Run 1, signal wires by layer:
Drawn at 8 px/um. Two of the layers only.
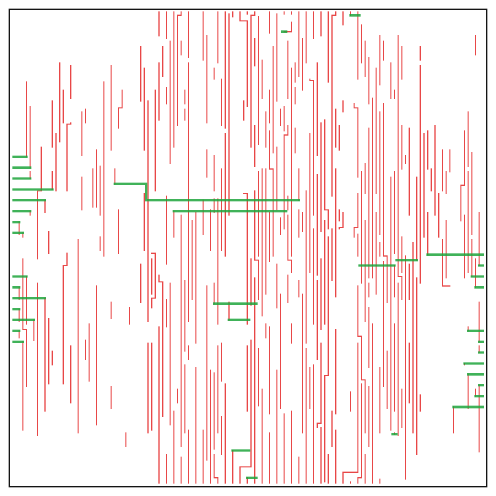
Run 1, ports around the boundary:
Drawn at 8 px/um. Pins as bars across the die edge, other pins in grey.
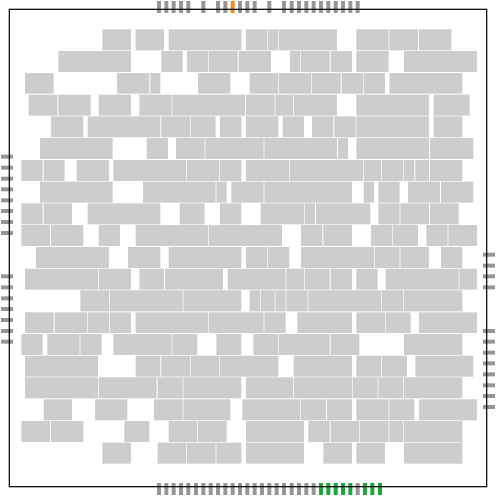
Run 1, drive-strength map:
Drawn at 8 px/um.
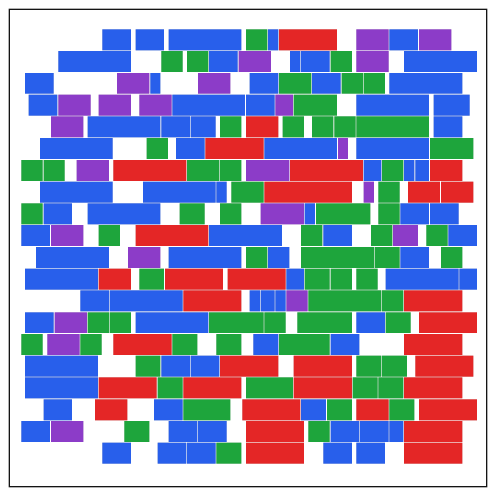
Run 1, wires at chosen ports, followed through buffers:
Drawn at 4 px/um.
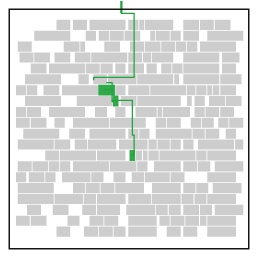
### src/rtl/port_arbiter.sv
// ----------------------------------------------------------------------------
// port_arbiter
//
// Purpose:
//   Sequences access to one shared two-sided port between node A and node B.
//   Each node raises level-held write/read requests; the arbiter turns them
//   into port strobes that only ever form legal sequences:
//     write (EMPTY) -> read by the opposite side (HELD_x) -> CLEAR -> EMPTY
//   Simultaneous writes from EMPTY are arbitrated round-robin. Data read from
//   the port is captured into a per-node register with a one-cycle valid pulse.
//   A sticky err flag records any cycle where the port status disagrees with
//   the sequencer state, or the port raises panic.
//
// Parameters:
//   N        data width (must match the port)
//   TIMEOUT  hold-cycle limit (only used when PORT_ARB_TIMEOUT_EN is defined)
//
// Optional feature (macro PORT_ARB_TIMEOUT_EN):
//   Adds a counter of consecutive HELD_A/HELD_B cycles and a sticky timeout
//   output that rises when the count reaches TIMEOUT. Sequencing is unaffected.
//   With the macro undefined there is no counter and no timeout port.
//
// Ports:
//   clk, reset_n            clock (rising edge), asynchronous active-low reset
//   a_req_write, a_wdata    A write request (held until a_wr_ack) and its data
//   a_req_read              A read request (held until a_rd_valid)
//   a_wr_ack                pulse: A's write was issued to the port
//   a_rd_valid, a_rd_data   pulse: a_rd_data updated / last value received by A
//   b_*                     same set for node B
//   a_write, a_out, a_read  strobes and write data to port side A
//   b_write, b_out, b_read  strobes and write data to port side B
//   a_in, b_in              port read data for side A / side B
//   a_blocked, b_blocked    port status: side holds an unread value
//   panic                   port status: fault
//   err                     sticky fault flag
//   timeout                 sticky hold timeout (PORT_ARB_TIMEOUT_EN only)
// ----------------------------------------------------------------------------
module port_arbiter #(
    parameter int N       = 8,
    parameter int TIMEOUT = 255
) (
    input  logic         clk,
    input  logic         reset_n,

    // node A
    input  logic         a_req_write,
    input  logic [N-1:0] a_wdata,
    input  logic         a_req_read,
    output logic         a_wr_ack,
    output logic         a_rd_valid,
    output logic [N-1:0] a_rd_data,

    // node B
    input  logic         b_req_write,
    input  logic [N-1:0] b_wdata,
    input  logic         b_req_read,
    output logic         b_wr_ack,
    output logic         b_rd_valid,
    output logic [N-1:0] b_rd_data,

    // port side A
    output logic         a_write,
    output logic [N-1:0] a_out,
    output logic         a_read,
    input  logic [N-1:0] a_in,

    // port side B
    output logic         b_write,
    output logic [N-1:0] b_out,
    output logic         b_read,
    input  logic [N-1:0] b_in,

    // port status
    input  logic         a_blocked,
    input  logic         b_blocked,
    input  logic         panic,

    output logic         err
`ifdef PORT_ARB_TIMEOUT_EN
    ,
    output logic         timeout
`endif
);

    // Elaboration-time sanity check on the configuration.
    if (N < 1 || TIMEOUT < 1) begin : g_bad_param
        $error("port_arbiter: N and TIMEOUT must both be at least 1");
    end

    typedef enum logic [1:0] {
        EMPTY  = 2'd0,
        HELD_A = 2'd1,   // A has written; waiting for B to read
        HELD_B = 2'd2,   // B has written; waiting for A to read
        CLEAR  = 2'd3    // one idle cycle while the port clears after a read
    } state_t;

    state_t st_reg, st_next;
    logic   rr_reg, rr_next;      // 0: A wins a tie, 1: B wins a tie
    logic   err_reg;

    // Per-side views: index 0 = A, 1 = B.
    logic [1:0]        req_write;
    logic [1:0]        req_read;
    logic [1:0]        grant;        // write strobe + ack, before reset gating
    logic [1:0]        rd_strobe;    // read strobe, before reset gating
    logic [1:0][N-1:0] wdata_arr;
    logic [1:0][N-1:0] port_in;
    logic [1:0][N-1:0] out_arr;
    logic [1:0][N-1:0] rd_data_reg;
    logic [1:0]        rd_valid_reg;
    logic              err_cond;

    assign req_write = {b_req_write, a_req_write};
    assign req_read  = {b_req_read,  a_req_read};
    assign wdata_arr = {b_wdata,     a_wdata};
    assign port_in   = {b_in,        a_in};

    // ------------------------------------------------------------------------
    // Next-state / strobe decode
    // ------------------------------------------------------------------------
    always_comb begin
        st_next   = st_reg;
        rr_next   = rr_reg;
        grant     = 2'b00;
        rd_strobe = 2'b00;

        case (st_reg)
            EMPTY: begin
                // Reads are meaningless here: the port holds nothing.
                if (req_write[0] && req_write[1]) begin
                    grant = rr_reg ? 2'b10 : 2'b01;
                end else begin
                    grant = req_write;
                end

                if (grant[0]) begin
                    st_next = HELD_A;
                    rr_next = 1'b1;
                end else if (grant[1]) begin
                    st_next = HELD_B;
                    rr_next = 1'b0;
                end
            end

            HELD_A: begin
                // Only the opposite side may read; every other request waits.
                if (req_read[1]) begin
                    rd_strobe[1] = 1'b1;
                    st_next      = CLEAR;
                end
            end

            HELD_B: begin
                if (req_read[0]) begin
                    rd_strobe[0] = 1'b1;
                    st_next      = CLEAR;
                end
            end

            CLEAR: begin
                st_next = EMPTY;
            end

            default: begin
                st_next = EMPTY;
            end
        endcase
    end

    // Fault conditions are judged against the state the port should be in
    // this cycle, i.e. the registered state.
    always_comb begin
        err_cond = panic;
        case (st_reg)
            HELD_A:  err_cond = err_cond | ~a_blocked;
            HELD_B:  err_cond = err_cond | ~b_blocked;
            EMPTY:   err_cond = err_cond | a_blocked | b_blocked;
            default: err_cond = err_cond;
        endcase
    end

    // ------------------------------------------------------------------------
    // Sequencer state
    // ------------------------------------------------------------------------
    always_ff @(posedge clk or negedge reset_n) begin
        if (!reset_n) begin
            st_reg  <= EMPTY;
            rr_reg  <= 1'b0;
            err_reg <= 1'b0;
        end else begin
            st_reg  <= st_next;
            rr_reg  <= rr_next;
            err_reg <= err_reg | err_cond;
        end
    end

    // ------------------------------------------------------------------------
    // Per-side write data muxing and read capture
    // ------------------------------------------------------------------------
    genvar gi;
    generate
        for (gi = 0; gi < 2; gi++) begin : g_side
            // The port only sees data while its write strobe is live.
            assign out_arr[gi] = (grant[gi] && reset_n) ? wdata_arr[gi] : '0;

            always_ff @(posedge clk or negedge reset_n) begin
                if (!reset_n) begin
                    rd_data_reg[gi]  <= '0;
                    rd_valid_reg[gi] <= 1'b0;
                end else begin
                    rd_valid_reg[gi] <= rd_strobe[gi];
                    if (rd_strobe[gi]) begin
                        rd_data_reg[gi] <= port_in[gi];
                    end
                end
            end
        end
    endgenerate

    // ------------------------------------------------------------------------
    // Outputs: strobes and acks are combinational but forced low in reset so
    // nothing is issued or acknowledged across a reset.
    // ------------------------------------------------------------------------
    assign a_write    = grant[0] & reset_n;
    assign a_wr_ack   = grant[0] & reset_n;
    assign a_read     = rd_strobe[0] & reset_n;
    assign a_out      = out_arr[0];

    assign b_write    = grant[1] & reset_n;
    assign b_wr_ack   = grant[1] & reset_n;
    assign b_read     = rd_strobe[1] & reset_n;
    assign b_out      = out_arr[1];

    assign a_rd_valid = rd_valid_reg[0];
    assign a_rd_data  = rd_data_reg[0];
    assign b_rd_valid = rd_valid_reg[1];
    assign b_rd_data  = rd_data_reg[1];

    assign err        = err_reg;

`ifdef PORT_ARB_TIMEOUT_EN
    // ------------------------------------------------------------------------
    // Hold timeout: the counter tracks the state being entered, so during the
    // k-th consecutive held cycle it reads k and timeout is already up on the
    // TIMEOUT-th held cycle. It saturates so it cannot wrap back below TIMEOUT.
    // ------------------------------------------------------------------------
    localparam int TO_W = $clog2(TIMEOUT + 1);
    localparam logic [TO_W-1:0] TO_MAX = TO_W'(TIMEOUT);

    logic [TO_W-1:0] hold_cnt_reg, hold_cnt_next;
    logic            timeout_reg;
    logic            held_next;

    assign held_next = (st_next == HELD_A) || (st_next == HELD_B);

    always_comb begin
        hold_cnt_next = '0;
        if (held_next) begin
            hold_cnt_next = (hold_cnt_reg == TO_MAX) ? TO_MAX : hold_cnt_reg + 1'b1;
        end
    end

    always_ff @(posedge clk or negedge reset_n) begin
        if (!reset_n) begin
            hold_cnt_reg <= '0;
            timeout_reg  <= 1'b0;
        end else begin
            hold_cnt_reg <= hold_cnt_next;
            if (hold_cnt_next == TO_MAX) begin
                timeout_reg <= 1'b1;
            end
        end
    end

    assign timeout = timeout_reg;
`endif

endmodule

### config.mk
export PLATFORM = sky130hd
export DESIGN_NAME = port_arbiter
export DESIGN_NICKNAME = d
export VERILOG_FILES = /design/src/rtl/port_arbiter.sv
export SDC_FILE = /design/constraint.sdc
export NUM_CORES = 1
export LEC_CHECK = 0
export CAP_MARGIN = 40
export CORE_UTILIZATION = 34
export CTS_BUF_LIST = sky130_fd_sc_hd__clkbuf_16
export DETAILED_ROUTE_END_ITERATION = 7
export GPL_ROUTABILITY_DRIVEN = 1
export PLACE_DENSITY = 0.79
export SETUP_SLACK_MARGIN = 0.02
export SLEW_MARGIN = 30
export SYNTH_ARGS = -nofsm -noshare
export SYNTH_HDL_FRONTEND = slang
export SYNTH_SLANG_ARGS = --single-unit
### constraint.sdc
create_clock -name clk -period 1.8 [get_ports clk]
set_clock_uncertainty 0.15 [all_clocks]
set_input_delay 0.36 -clock clk [delete_from_list [all_inputs] [get_ports clk]]
set_output_delay 0.36 -clock clk [all_outputs]
set_load 0.05 [all_outputs]
==> results.txt, run 1 <==
Flow results follow.

According to the report, the first pass of detailed routing completed in 4 iterations. For this design, Yosys synthesis ends with a cell count of 93. The flow ran to the end, but the final reports show violations.

The checks that failed: negative setup slack. Across the placement rows, the number of tap cells is 44. Leaving out filler cells and counting taps, the final layout contains roughly 240.

The warning count from the yosys run is 0. At the end of the flow the core is filled with cells to 84.11%. From the final report, the count of setup violators was given as 25. The count of nets left with antenna violations after detail routing is 0. On the critical path the data arrives at 1.64 ns. In the final layout, the multi-input gates occupy just under 700 um2. The headroom to the max-slew limit is between 70% and 80%. The clock-net power is 0.622 mW.

In this run, synthesis produced a sequential element count of 22. OpenSTA lists the critical path endpoint as a_out[5]. The final-layout fill cell count is 158. The final RePlAce weighted congestion is 0.7216.

The number of buffers on the longest clock path is 2. The primary flip-flop cell chosen by synthesis mapping is sky130_fd_sc_hd__dfrtp_1. The routed length per placed instance is 17.13 um. The final layout report lists a clock buffer count of 3. The post-route minimum period is 2.149 ns. The most common cell in the synthesized netlist is sky130_fd_sc_hd__dfrtp_1.

Per the final report, the share of cell area in clock cells is 4.027%. Final hold analysis gives a worst-case slack of 0.1700 ns. The number of antenna violations at the first check in global routing is 0. In this run, post-CTS hold repair placed 0 buffers. The placed wire-length estimate is ~2.8 mm.

Once routing completed, OpenROAD measured the worst setup slack at -0.3494 ns. The leakage power figure is 1.175 nW. After Yosys synthesis, full adders, half adders and majority gates account for 4.454% of the synthesized area. Per the final timing report, the hold violations number 0.
-- 'signal wires by layer' (at the start) --
[M3] green | wire length: 110 um
[M2] red | wire length: 2510 um

-- 'ports around the boundary' (at the start) --
[a_wdata] green | pins: 8 | direction: input | edge: bottom
[b_req_read] orange | pins: 1 | direction: input | edge: top
all pins by edge: 31 bottom, 24 top, 15 left, 12 right
IO Port Bufs: 81
die extent in x: 59.49 um
die height: 59.49 um

-- 'drive-strength map' (at the start) --
[x1 and smaller] blue | cells: 79 | share: 40% | most used: clkdlybuf4s50_1
[x2] purple | cells: 23 | share: 12% | most used: mux2_2
[x6 and larger] red | cells: 33 | share: 17% | most used: buf_12
[x3 and x4] green | cells: 65 | share: 33% | most used: buf_4
non-clock buffer instance count of the final layout: 103
final design area excluding fillers: 2610 um2
worst setup margin: -0.3494 ns

-- 'wires at chosen ports, followed through buffers' (at the start) --
[b_req_read] green | direction: input | edge: top | end cells: 3 | buffers: 1 | wire: 58.7 um

Run 1, cell outlines without signal wires:
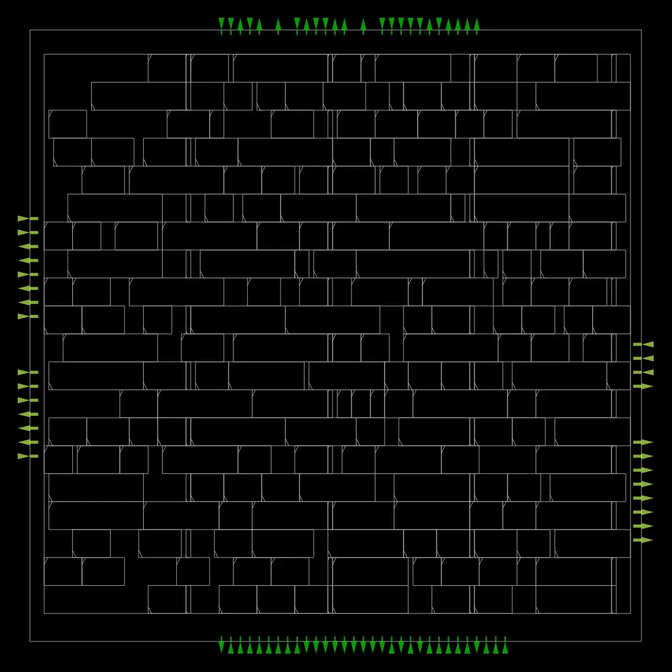

## Run 2: what changed since run 1
==> constraint.sdc (replaced) <==
create_clock -name clk -period 1.8 [get_ports clk]
set_clock_uncertainty 0.15 [all_clocks]
set_input_delay 0.18 -clock clk [delete_from_list [all_inputs] [get_ports clk]]
set_output_delay 0.18 -clock clk [all_outputs]
set_load 0.05 [all_outputs]
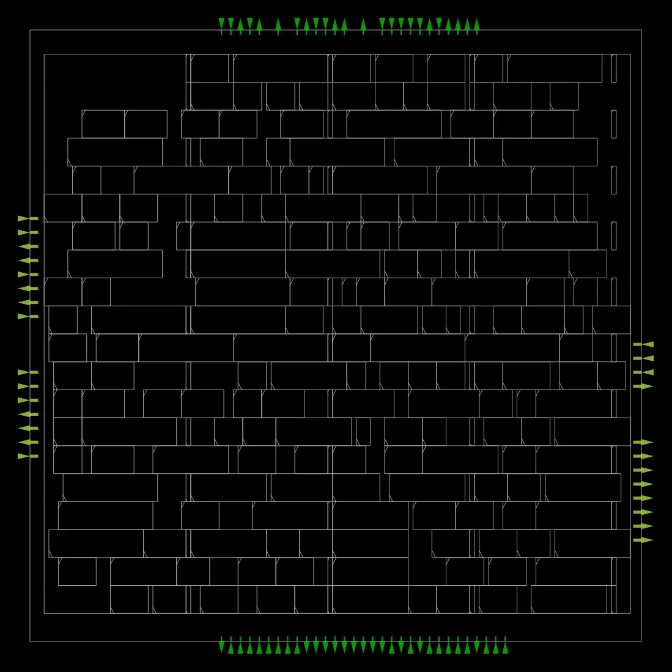
Run 2: cell outlines without signal wires
Core ar.: 3103 um2
total number of sequential cells: 22
number of cell rows: 20
fin cells: 236
tapcell count: 44

==> run 2 against run 1 <==
  * The run still ends with negative setup slack left
  * Non-clock buffer count fell by 7
  * Flip-flop count stayed put
  * Final cell count fell by 3.3%
  * Count of clock-buffer cells in the layout unchanged
  * Utilization down 4.8 points
  * Power decreased by 11%
  * Setup slack better by 0.21 ns
  * Sequential power fell by 0.6%
  * Global-route usage down 4.9 points
  * Largest power group unchanged
  * Synthesized area unchanged
  * Sequential share of layout area is 1.3 points higher
==> results.txt, run 2 <==
Flow results follow.

The I/O pin count is 82 (unchanged). The share of total power in the clock network is 12.3% (was 14.9%). The worst-case hold slack is 0.3033 ns (was 0.1700 ns).

The worst setup margin is -0.1410 ns (was -0.3494 ns). The number of port buffers is 81 (unchanged). The sequential-cell power consumption is 0.860 mW (was 0.865 mW). The number of buffers on the longest clock path is 2 (unchanged). The share of final layout cell area taken by non-clock buffers is 45.09% (was 44.87%). Crit-path cells: inv_2, ha_4, nand2_4, nor3b_4, buf_6, and2_4, buf_12 (was inv_2, ha_4, nand2_4, nor3b_4, and2_4, buf_12). The detailed-router iteration count before antenna repair was 4 (unchanged).

The warning count from the yosys run is 0 (unchanged). Violated checks: negative setup slack (unchanged). The leakage power figure came to 1.109 nW (was 1.175 nW). The most common cell in the synthesized netlist is sky130_fd_sc_hd__dfrtp_1 (unchanged).

The count of nets left with antenna violations after detail routing was 0 (unchanged). The arrival time at the worst endpoint is 1.61 ns (was 1.64 ns). The end of the critical path is a_out[4] (was a_out[5]).

The horizontal extent of the die is 59.49 um (unchanged). The number of hold buffers added after cts came to 0 (unchanged). The synthesis-stage register bit count is 22 (unchanged). Result of the run: complete, but fails checks (unchanged). The number of ordinary and repair buffers in the finished layout is 96 (was 103).

The clock-net power is 0.460 mW (was 0.622 mW). The number of antenna violations at the first check in global routing is 0 (unchanged). The final standard cell utilization of the core is 79.31% (was 84.11%).

The headroom to the max-slew limit came to 66.73% (was 75.49%). The number of cells in the yosys synthesis report is 93 (unchanged). The placed wire-length estimate is 2.750 mm (was 2.767 mm).

The primary flip-flop cell chosen by synthesis mapping is sky130_fd_sc_hd__dfrtp_1 (unchanged). The number of clock buffer instances in the layout is 3 (unchanged). The count of endpoints failing setup in the final report is 20 (was 25).

The number of sinks handled by clock tree synthesis came to 22 (unchanged). The die outline height was 59.49 um (unchanged). The final number of hold-violating endpoints was 0 (unchanged). The via count of the routed design is 1092 (was 1159).

The post-route standard cell area excluding fillers was 2461 um2 (was 2610 um2). The final-layout fill cell count is 209 (was 158). The detailed-routed wire length on met3 is 99 um (was 109 um). The logic area is 633.1 um2 (was 694.4 um2).

The post-route minimum period is 1.941 ns (was 2.149 ns). The final RePlAce weighted congestion came to 0.7258 (was 0.7216). The final-layout clock-cell area share is 3.203% (was 4.027%).

The synthesized-area fraction occupied by adder cells is 4.454% (unchanged). The share of the core filled by cells before placement came to 36.21% (unchanged). The number of H-tree levels is 1 (unchanged).
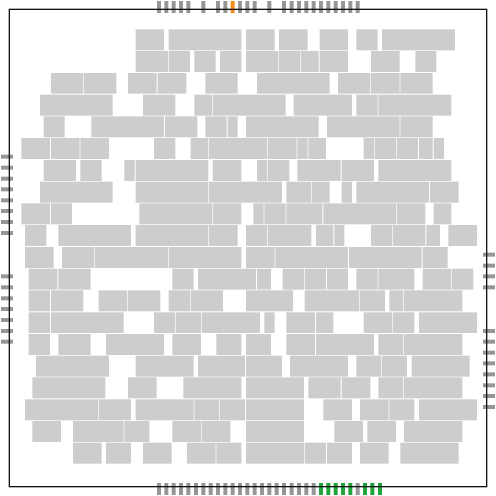
Run 2: ports around the boundary
Drawn at 8 px/um. Pins as bars across the die edge, other pins in grey.
[a_wdata] green | pins: 8 | direction: input | edge: bottom
[b_req_read] orange | pins: 1 | direction: input | edge: top

Power and IR drop assume default switching activity.
